## config.mk

```make
export PLATFORM = sky130hd
export DESIGN_NAME = pe64_rr_arbiter
export DESIGN_NICKNAME = d
export VERILOG_FILES = /design/src/rtl/pe64_rr_arbiter.sv
export SDC_FILE = /design/constraint.sdc
export NUM_CORES = 1
export LEC_CHECK = 0
export ABC_AREA = 1
export CORE_UTILIZATION = 30
export DETAILED_ROUTE_END_ITERATION = 16
export HOLD_SLACK_MARGIN = 0.08
export PLACE_DENSITY = 0.47
export SETUP_SLACK_MARGIN = 0.2
export SYNTH_ARGS = -nofsm -noshare
export SYNTH_HDL_FRONTEND = slang
export SYNTH_SLANG_ARGS = --single-unit
```

## constraint.sdc

```tcl
create_clock -name clk -period 6 [get_ports clk]
set_input_delay 0.9 -clock clk [delete_from_list [all_inputs] [get_ports clk]]
set_output_delay 0.9 -clock clk [all_outputs]
set_load 0.01 [all_outputs]
```

## src/rtl/pe64_rr_arbiter.sv

```systemverilog
// Round-robin arbiter for 64 requesters using a two-cycle 16x4 priority encode.
// Each grant is held until the holder releases it or the hold timeout expires.
module pe64_rr_arbiter #(
  parameter int NREQ     = 64,
  parameter int IDX_W    = 6,
  parameter int MAX_HOLD = 255,
  parameter int HOLD_W   = 8
) (
  input  logic             clk,
  input  logic             rst,
  input  logic [NREQ-1:0]  req,
  input  logic             gnt_release,
  output logic             gnt_valid,
  output logic [IDX_W-1:0] gnt_idx,
  output logic [NREQ-1:0]  gnt_onehot,
  output logic             busy,
  output logic             timeout
);

  localparam int NROW = 16;
  localparam int NCOL = 4;

  typedef enum logic [1:0] {S_IDLE, S_ROW, S_COL, S_BUSY} state_t;

  state_t             state, state_nxt;
  logic [NREQ-1:0]    snap;
  logic [NREQ-1:0]    mask;
  logic [NREQ-1:0]    masked;
  logic [NREQ-1:0]    sel;
  logic [NROW-1:0]    row_or;
  logic [3:0]         row_hi;
  logic [NCOL-1:0]    row_sel;
  logic [3:0]         row_idx;
  logic [NCOL-1:0]    row_bits;
  logic [1:0]         col_hi;
  logic [HOLD_W-1:0]  hold_cnt;
  logic [IDX_W-1:0]   last_ptr;
  logic               hold_expired;

  // Only requesters strictly below the last grant compete first; wrap to all otherwise.
  always_comb begin
    // NOTE: every signal written here gets a default first so no latch is inferred.
    mask    = (NREQ'(1) << last_ptr) - NREQ'(1);
    masked  = snap & mask;
    sel     = (|masked) ? masked : snap;
    row_hi  = '0;
    for (int r = 0; r < NROW; r++) begin
      row_or[r] = |sel[NCOL*r +: NCOL];
      if (row_or[r]) row_hi = 4'(r);
    end
    row_sel = sel[NCOL*int'(row_hi) +: NCOL];
    col_hi  = '0;
    for (int c = 0; c < NCOL; c++) begin
      if (row_bits[c]) col_hi = 2'(c);
    end
  end

  assign hold_expired = (hold_cnt == HOLD_W'(MAX_HOLD - 1));
  assign busy         = (state != S_IDLE);

  always_comb begin
    state_nxt = state;
    case (state)
      S_IDLE:  if (|req) state_nxt = S_ROW;
      S_ROW:   state_nxt = S_COL;
      S_COL:   state_nxt = S_BUSY;
      S_BUSY:  if (gnt_release || hold_expired) state_nxt = S_IDLE;
      default: state_nxt = S_IDLE;
    endcase
  end

  always_ff @(posedge clk) begin
    // NOTE: sequential state uses non-blocking assignments so all registers update together.
    if (rst) state <= S_IDLE;
    else     state <= state_nxt;
  end

  always_ff @(posedge clk) begin
    if (rst) begin
      snap       <= '0;
      row_idx    <= '0;
      row_bits   <= '0;
      gnt_valid  <= 1'b0;
      gnt_idx    <= '0;
      gnt_onehot <= '0;
      hold_cnt   <= '0;
      last_ptr   <= '0;
      timeout    <= 1'b0;
    end else begin
      timeout <= 1'b0;
      case (state)
        S_IDLE: if (|req) snap <= req;
        S_ROW: begin
          row_idx  <= row_hi;
          row_bits <= row_sel;
        end
        S_COL: begin
          gnt_idx    <= {row_idx, col_hi};
          gnt_onehot <= NREQ'(1) << {row_idx, col_hi};
          gnt_valid  <= 1'b1;
          hold_cnt   <= '0;
        end
        S_BUSY: begin
          if (gnt_release || hold_expired) begin
            last_ptr   <= gnt_idx;
            gnt_valid  <= 1'b0;
            gnt_idx    <= '0;
            gnt_onehot <= '0;
            // A release coinciding with expiry is a normal release.
            timeout    <= !gnt_release;
          end else if (hold_cnt != '1) begin
            hold_cnt <= hold_cnt + 1'b1;
          end
        end
        default: ;
      endcase
    end
  end

endmodule

```

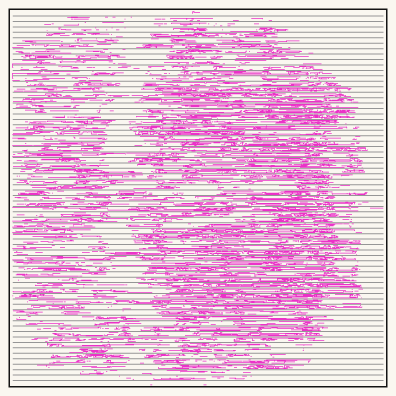
**Above:** the metal 1 layer.
Scale: 2 px per micron. Supply wires on this layer in gray.
1810 nets have wire on it. The layer holds 43% of the routed length. The layer carries 20.0 mm of wire. The wires run mostly horizontal. The longest straight run is 63.9 microns.
grt met1 use: 33.7%
via count of the routed design: 12300

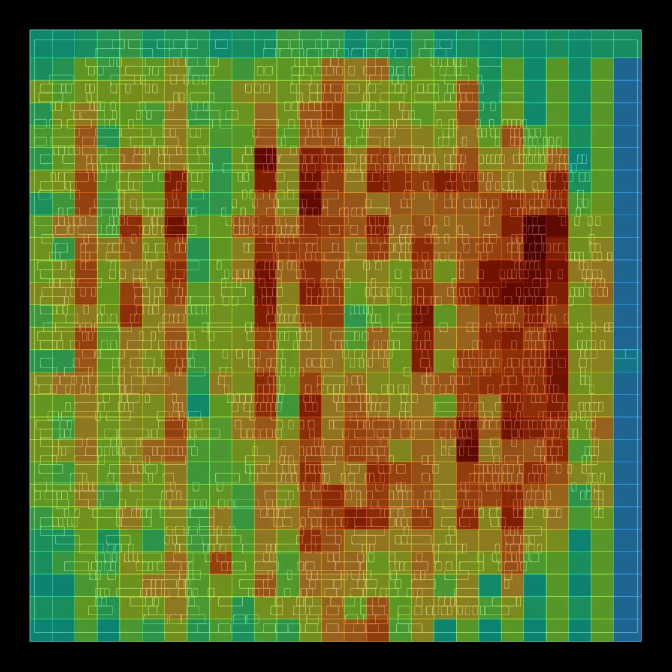
**Above:** congestion heat map.
routing usage on met2: 42.0%
Total GRT Usage: 25.8%
wire per inst: 20.2 microns
Most Crowded Layer GR: met2

==> run notes <==
fresh numbers from the pnr run: Top logic family=simple AND/OR/NAND/NOR gates, largest net degree at the start of global routing=75, Post-Synthesis Cells=1733, hold path startpoint=hold_cnt[7], Seq area share=25.0%, CP Depth=40, Longest Clk Path Bufs=2, most numerous logic cells after layout=nand2_1, nor2_1, inv_1, cts hold-fix bufs=0, Die Ht=188 microns, core area=33800 sq um, top flop regs=gnt_onehot (64), snap (64), hold_cnt (8), Top cell area share=30.7%, most frequent logic cell in the layout=nand2_1, Mapped Nets=1807, Num CTS Buffers=17, GPL Wtd Cong=1.02, Simple-Gate Fraction of Synth Area=42.3%, Clock Power Share=12.5%, clk tree area frac=4.27%, buffering overhead=12.6%, # DRC=0, yosys stat area=10400 sq um, Filler Cell Count=3742, yosys xor share=0.0844%, Pwr top=combinational cells, most frequent cells after synthesis=nand2_1, nor2_1, inv_1, Flops after synth=159, worst r2r dst=row_bits[3], DR WL met2=21300 microns, WHS=0.457 ns, R2R depth=40, crit-path max FO=24, ys async rst share=0%, First DRT Iteration DRCs=1326, Antenna Cells=0, outcome=finished, final reports clean, switching share of power=56.7%, Tap Cells=448, Worst Path Class, Setup=flop to flop, nonclk buf count=168, Reg area=3190 sq um, leakage power total=5.75 nW, I/O Pins=140, DIE AREA=35300 sq um, top cell category=combinational gates, Routed Antenna Nets=0, number of global-route vias before repair=11600, Top Metal Used=met4, Max IR drop VDD=0.698 mV, Cell area leaders=dfxtp_1, nand2_1, nand3_1, Yosys warnings=0, PostCTS Resize Cnt=0, sequential fraction of design power=18.4%, Post-DP Area=12100 sq um, CTS tree=built, fa+ha+maj area frac=0.844%, max-slew violation count=0, Worst Skew=0.00898 ns, fp util=30.7%, CP top delay family=simple AND/OR/NAND/NOR gates, seq_cells=159, actual slew at the worst max-slew pin=0.917 ns
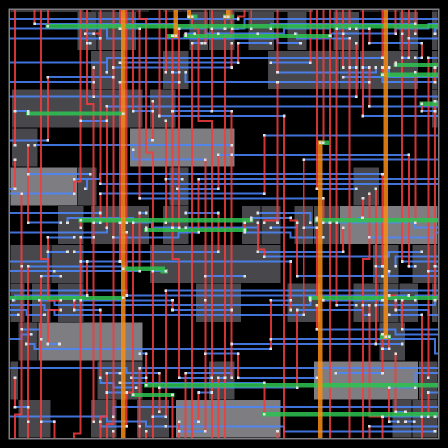
**Above:** close-up of the layout.
Region (79, 117) to (109, 147) microns. Cells in gray, sequential cells in the stronger gray; small squares are vias.
Key: blue = metal 1; red = metal 2; green = metal 3; orange = metal 4
57 logic cells have their middle in the window. Most frequent: inv_1 (10), o21ai_0 (10). Sequential cells in the window: 6. Netlist names of flops here include `snap` (6).

No activity file was given, so power comes from the tool's default toggle rates.
